## src/rtl/types_pkg.sv

```systemverilog
// Shared types and constants for the hash engine scheduler.
package types_pkg;

    localparam int num_nonces = 16;
    localparam int SHA_ROUNDS = 64;

    typedef enum logic [2:0] {
        IDLE,
        LOAD,
        ROUND,
        FOLD,
        WRITE,
        DONE
    } sched_state_t;

    typedef enum logic [1:0] {
        P1 = 2'd0,
        P2 = 2'd1,
        P3 = 2'd2
    } sched_phase_t;

endpackage

```

## src/rtl/sched_round_ctr.sv

```systemverilog
// SHA-256 round counter: clears on load, counts on en, flags the last round.
// Latency: count is a register, tc is decoded combinationally from it.
// Backpressure: none; wraps to 0 after the last round so it idles at 0.
module sched_round_ctr
    import types_pkg::*;
(
    input  logic       clk,
    input  logic       reset,
    input  logic       load,
    input  logic       en,
    output logic [5:0] cnt,
    output logic       tc
);

    always_ff @(posedge clk) begin
        if (reset || load) begin
            cnt <= '0;
        end else if (en) begin
            cnt <= cnt + 6'd1;
        end
    end

    assign tc = (cnt == 6'(SHA_ROUNDS - 1));

endmodule

```

## src/rtl/bitcoin_lane_sched.sv

```systemverilog
// Lane-array scheduler: P1 once per job, then P2/P3/WRITE per batch of nonces.
// Latency: all outputs registered; first core_start one cycle after start.
// Backpressure: WRITE holds lane/addr until wr_ack; BITCOIN_SCHED_PERF_EN adds cycle_count.
module bitcoin_lane_sched
    import types_pkg::*;
#(
    parameter int NUM_NONCES = num_nonces,
    parameter int ADDR_W     = 16
) (
    input  logic                          clk,
    input  logic                          reset,
    input  logic                          start,
    input  logic [7:0]                    cfg_batches,
    input  logic [31:0]                   cfg_nonce_start,
    output logic                          busy,
    output logic                          done,
    output logic                          core_start,
    output logic [1:0]                    core_phase,
    output logic                          round_en,
    output logic [5:0]                    round_idx,
    output logic                          core_fold,
    output logic [31:0]                   nonce_base,
    output logic                          wr_req,
    input  logic                          wr_ack,
    output logic [$clog2(NUM_NONCES)-1:0] wr_lane,
    output logic [ADDR_W-1:0]             wr_addr,
    output logic [31:0]                   cycle_count
);

    localparam int LW = $clog2(NUM_NONCES);
    localparam logic [LW-1:0] LAST_LANE = LW'(NUM_NONCES - 1);

    sched_state_t      state;
    sched_phase_t      phase;
    logic [7:0]        batches_q;
    logic [7:0]        batch_cnt;
    logic [ADDR_W-1:0] wcnt;
    logic              rnd_tc;

    sched_round_ctr u_round_ctr (
        .clk   (clk),
        .reset (reset),
        .load  (state == LOAD),
        .en    (state == ROUND),
        .cnt   (round_idx),
        .tc    (rnd_tc)
    );

    // Phase reads back as P1 (0) outside passes, which is also the idle value.
    assign core_phase = phase;

    always_ff @(posedge clk) begin
        if (reset) begin
            state      <= IDLE;
            phase      <= P1;
            batches_q  <= '0;
            batch_cnt  <= '0;
            wcnt       <= '0;
            busy       <= 1'b0;
            done       <= 1'b0;
            core_start <= 1'b0;
            round_en   <= 1'b0;
            core_fold  <= 1'b0;
            nonce_base <= '0;
            wr_req     <= 1'b0;
            wr_lane    <= '0;
            wr_addr    <= '0;
        end else begin
            core_start <= 1'b0;
            core_fold  <= 1'b0;
            done       <= 1'b0;
            unique case (state)
                IDLE: begin
                    if (start) begin
                        busy       <= 1'b1;
                        batches_q  <= cfg_batches;
                        batch_cnt  <= '0;
                        wcnt       <= '0;
                        nonce_base <= cfg_nonce_start;
                        if (cfg_batches == 8'd0) begin
                            state <= DONE;
                            done  <= 1'b1;
                        end else begin
                            state      <= LOAD;
                            core_start <= 1'b1;
                            phase      <= P1;
                        end
                    end
                end
                LOAD: begin
                    state    <= ROUND;
                    round_en <= 1'b1;
                end
                ROUND: begin
                    if (rnd_tc) begin
                        state     <= FOLD;
                        round_en  <= 1'b0;
                        core_fold <= 1'b1;
                    end
                end
                FOLD: begin
                    if (phase == P3) begin
                        state   <= WRITE;
                        phase   <= P1;
                        wr_req  <= 1'b1;
                        wr_lane <= '0;
                        wr_addr <= wcnt;
                    end else begin
                        state      <= LOAD;
                        core_start <= 1'b1;
                        phase      <= (phase == P1) ? P2 : P3;
                    end
                end
                WRITE: begin
                    if (wr_ack) begin
                        wcnt <= wcnt + ADDR_W'(1);
                        if (wr_lane == LAST_LANE) begin
                            wr_req  <= 1'b0;
                            wr_lane <= '0;
                            wr_addr <= '0;
                            if (batch_cnt == batches_q - 8'd1) begin
                                state <= DONE;
                                done  <= 1'b1;
                            end else begin
                                batch_cnt  <= batch_cnt + 8'd1;
                                nonce_base <= nonce_base + 32'(NUM_NONCES);
                                state      <= LOAD;
                                core_start <= 1'b1;
                                phase      <= P2;
                            end
                        end else begin
                            wr_lane <= wr_lane + LW'(1);
                            wr_addr <= wcnt + ADDR_W'(1);
                        end
                    end
                end
                DONE: begin
                    state <= IDLE;
                    busy  <= 1'b0;
                end
                default: state <= IDLE;
            endcase
        end
    end

`ifdef BITCOIN_SCHED_PERF_EN
    logic [31:0] perf_q;

    always_ff @(posedge clk) begin
        if (reset) begin
            perf_q <= '0;
        end else if (state == IDLE && start) begin
            perf_q <= '0;
        end else if (busy) begin
            perf_q <= perf_q + 32'd1;
        end
    end

    assign cycle_count = perf_q;
`else
    assign cycle_count = '0;
`endif

endmodule

```

## config.mk

```make
export PLATFORM = sky130hd
export DESIGN_NAME = bitcoin_lane_sched
export DESIGN_NICKNAME = d
export VERILOG_FILES = /design/src/rtl/types_pkg.sv /design/src/rtl/sched_round_ctr.sv /design/src/rtl/bitcoin_lane_sched.sv
export SDC_FILE = /design/constraint.sdc
export NUM_CORES = 1
export LEC_CHECK = 0
export CAP_MARGIN = 25
export CORE_MARGIN = 2
export CORE_UTILIZATION = 45
export DETAILED_ROUTE_END_ITERATION = 12
export GPL_TIMING_DRIVEN = 0
export HOLD_SLACK_MARGIN = 0.05
export PLACE_DENSITY = 0.73
export RECOVER_POWER = 100
export SLEW_MARGIN = 10
export SYNTH_ARGS = -nofsm -noshare
export SYNTH_HDL_FRONTEND = slang
export SYNTH_SLANG_ARGS = --single-unit
```

## constraint.sdc

```tcl
create_clock -name clk -period 5.9 [get_ports clk]
set_input_delay 1.18 -clock clk [delete_from_list [all_inputs] [get_ports clk]]
set_output_delay 1.18 -clock clk [all_outputs]
set_load 0.03 [all_outputs]
```

==> impl_table.tex, run 1 <==
% Yosys + OpenROAD metrics
\begin{tabular}{lr}
\hline
Metric & Value \\
\hline
\multicolumn{2}{l}{\textbf{Finish}} \\
\quad Fraction of final layout cells with drive strength greater than 1 & 6.94\% \\
\quad Sequential fraction of total cell area & 26.6\% \\
\quad Area taken by multi-input logic gates & 3460 um2 \\
\quad Area of all placed cells without fillers & 7610 um2 \\
\multicolumn{2}{l}{\textbf{Setup path}} \\
\quad Largest stage delay on the critical path & 0.69 ns \\
\quad Critical path origin & start \\
\quad Slowest cell on crit path & dlygate4sd3\_1 \\
\quad Critical path type & in -> reg \\
\multicolumn{2}{l}{\textbf{Power and ir drop}} \\
\quad Net switching component of the power & 0.000554 W \\
\quad Power drawn by the clock network & 0.000662 W \\
\multicolumn{2}{l}{\textbf{Synth}} \\
\quad Post-synthesis instance total & 780 \\
\quad MUX area fraction & 0.850\% \\
\quad Main synth FF type & dfxtp\_1 \\
\multicolumn{2}{l}{\textbf{Outcome}} \\
\quad Outcome & complete, no violations \\
\multicolumn{2}{l}{\textbf{Clock tree}} \\
\quad Buffer levels on the longest clock path & 2 \\
\quad CTS H-tree depth & 3 \\
\quad Clock Latency Late Sink & 0.37 ns \\
\multicolumn{2}{l}{\textbf{Place}} \\
\quad Buffers added on ports & 109 \\
\multicolumn{2}{l}{\textbf{Timing}} \\
\quad Final hold vios & 0 \\
\quad Setup tns final & 0 ns \\
\multicolumn{2}{l}{\textbf{Global routing}} \\
\quad Maximum number of pins on one net before global-route repair & 17 \\
\multicolumn{2}{l}{\textbf{Hold path}} \\
\quad Worst hold path cell count & 2 \\
\quad Hold Startpoint & nonce\_base[1] \\
\hline
\end{tabular}
run 1: sequential cells by signal (all words and copies together) (netlist names):
| name | count |
|---|---|
| wr_addr | 16 |
| wr_lane | 4 |
| core_phase | 2 |
| round_en | 1 |
| u_round_ctr.cnt | 6 |
| done | 1 |
| core_start | 1 |
| batch_cnt | 8 |
| wr_req | 1 |
| batches_q | 8 |
| nonce_base | 32 |
| state | 3 |
| core_fold | 1 |
| wcnt | 16 |
| busy | 1 |
run 1: metal layers:
metal	share of wire [%]	vias to the layer above	global-route usage, %
li1	-	3086	-
met2	46	333	43.3
met4	2.6	0	10.3
met1	42	2911	34.0
met5	0	-	0
met3	9.8	46	7.53
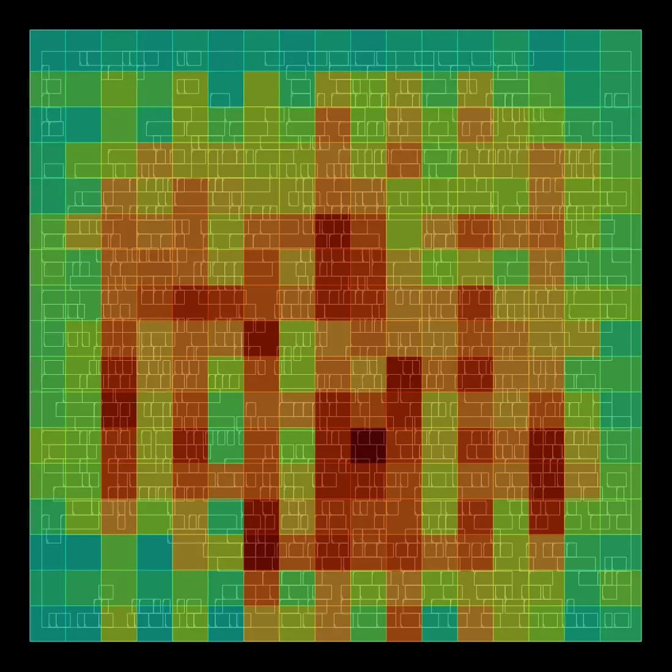
Run 1: routing congestion
routed wirelength normalized by instance count: 17.3 um
GR Util met1: 34.0%
met3 GRT Util: 7.53%
global route hottest layer: met2

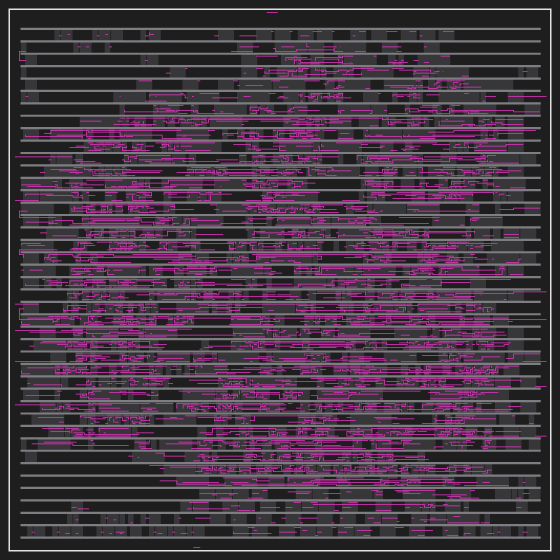
Run 1: the metal 1 layer
Supply wires on this layer in gray. Cells faint in the background.
main direction: horizontal
nets with wire on the layer: 887
wire length on this layer: 7990 um
longest straight run: 41.9 um

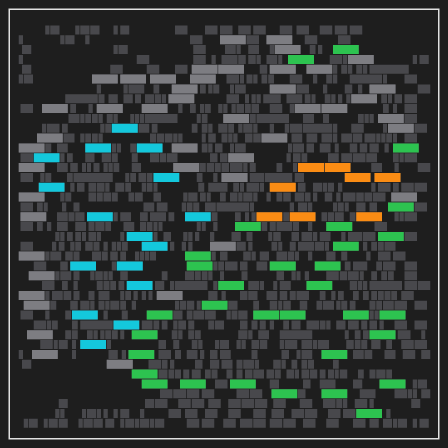
Run 1: sequential cells grouped by signal name
Other sequential cells in the stronger gray, the rest of the logic in the fainter gray.
[`batch_cnt`] orange | sequential cells: 8 | where: east
[`nonce_base`] green | sequential cells: 32
[`wcnt`] cyan | sequential cells: 16 | where: west
not colored: 45

==> run 2: changes to the inputs <==
--- a/config.mk
+++ b/config.mk
@@ -11,7 +11,7 @@
 export DETAILED_ROUTE_END_ITERATION = 12
 export GPL_TIMING_DRIVEN = 0
 export HOLD_SLACK_MARGIN = 0.05
-export PLACE_DENSITY = 0.73
+export PLACE_DENSITY = 0.75
 export RECOVER_POWER = 100
 export SLEW_MARGIN = 10
 export SYNTH_ARGS = -nofsm -noshare
==> constraint.sdc (replaced) <==
create_clock -name clk -period 3.7 [get_ports clk]
set_input_delay 0.74 -clock clk [delete_from_list [all_inputs] [get_ports clk]]
set_output_delay 0.74 -clock clk [all_outputs]
set_load 0.03 [all_outputs]
==> run 2 against run 1 <==
Effect of this change:
- non-clock buffer count is 1 higher
- clock skew is 0.00083 ns lower
- die size stayed put
- combinational power is 59% higher
- count of clock-buffer cells in the layout is 3 higher
- largest cell class unchanged
- global-route usage is 0.33 points lower
- clock power is 53% higher
- critical path type unchanged
- sequential share of layout area is 0.070 points higher
- sequential power is 59% higher
- register-to-register slack worse by 2.3 ns
- cell area is 0.26% lower
==> impl_table.tex, run 2 <==
% Yosys + OpenROAD metrics
\begin{tabular}{lr}
\hline
Metric & Value \\
\hline
\multicolumn{2}{l}{\textbf{Outcome}} \\
\quad Outcome & complete, no violations \\
\multicolumn{2}{l}{\textbf{Hold path}} \\
\quad Worst hold path cell count & 2 \\
\multicolumn{2}{l}{\textbf{Finish}} \\
\quad Flip-flop count of the largest register, all copies and words added & 32 \\
\quad Area taken by multi-input logic gates & 3460 um2 \\
\quad Leading registers by flop count & nonce\_base: 32 flops, wcnt: 16 flops, wr\_addr: 16 flops \\
\quad Area of all placed cells without fillers & 7590 um2 \\
\quad Register ranked first by flip-flop count & nonce\_base \\
\multicolumn{2}{l}{\textbf{Timing}} \\
\quad Final hold vios & 0 \\
\quad Setup tns final & 0 ns \\
\multicolumn{2}{l}{\textbf{Clock tree}} \\
\quad Buffer levels on the longest clock path & 2 \\
\quad Clock Latency Late Sink & 0.36 ns \\
\multicolumn{2}{l}{\textbf{Global routing}} \\
\quad Met2 usage & 43.7\% \\
\quad Global route hottest layer & met2 \\
\quad Met3 GRT Util & 5.60\% \\
\quad GR Util met1 & 33.4\% \\
\multicolumn{2}{l}{\textbf{Drt}} \\
\quad M1 WL & 8.05 mm \\
\quad Uppermost signal routing layer after detailed routing & met4 \\
\quad Routed wirelength normalized by instance count & 17.2 um \\
\quad DR WL met2 & 8.84 mm \\
\multicolumn{2}{l}{\textbf{Power and ir drop}} \\
\quad Net switching component of the power & 0.000867 W \\
\quad Power drawn by the clock network & 0.00101 W \\
\multicolumn{2}{l}{\textbf{Setup path}} \\
\quad Slowest cell on crit path & dlygate4sd3\_1 \\
\quad Critical path type & in -> reg \\
\quad Critical path origin & start \\
\hline
\end{tabular}
run 2: cell types whose count changed in the layout (fill, tap and decap cells not counted), moves of 2 or more:
cell,delta
buf_6,-2
buf_2,-4
clkbuf_8,+2
clkbuf_1,+7
run 2: logic make-up (layout without fill, tap and decap cells):
group	after synthesis	count (layout)	share of synthesized area (%)
compound gates	220	220	23.5
xor+xnor	22	22	3.51
fa+ha+maj	6	6	1.27
buf+inv	96	222	8.65
flops	101	101	34.3
mux	5	5	0.850
other cells	1	32	0.0637
simple gates	329	329	27.8
run 2: worst max-delay path, delay by kind of cell:
family / cells / cell delay [ns]
simple gates: 2 / 0.57
buf+inv: 4 / 1.66
compound gates: 3 / 0.41
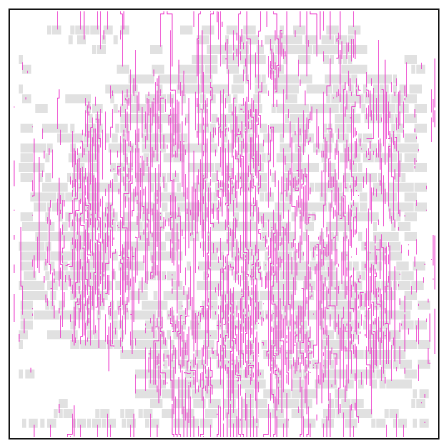
Run 2: signal wires on met2
Cells faint in the background.
main direction: vertical
share of all routed wire: 46%

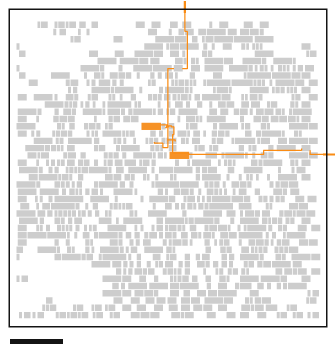
Run 2: wires at chosen ports, followed through buffers
Bar = 20 um.
[`core_phase`] orange | bits: 2 | direction: output | edge: 1 north, 1 east | end cells: 2 | buffers: 2 | wire: 143 um
buffers added on ports: 109
IO Pins: 142

No activity file was given, so power comes from the tool's default toggle rates.
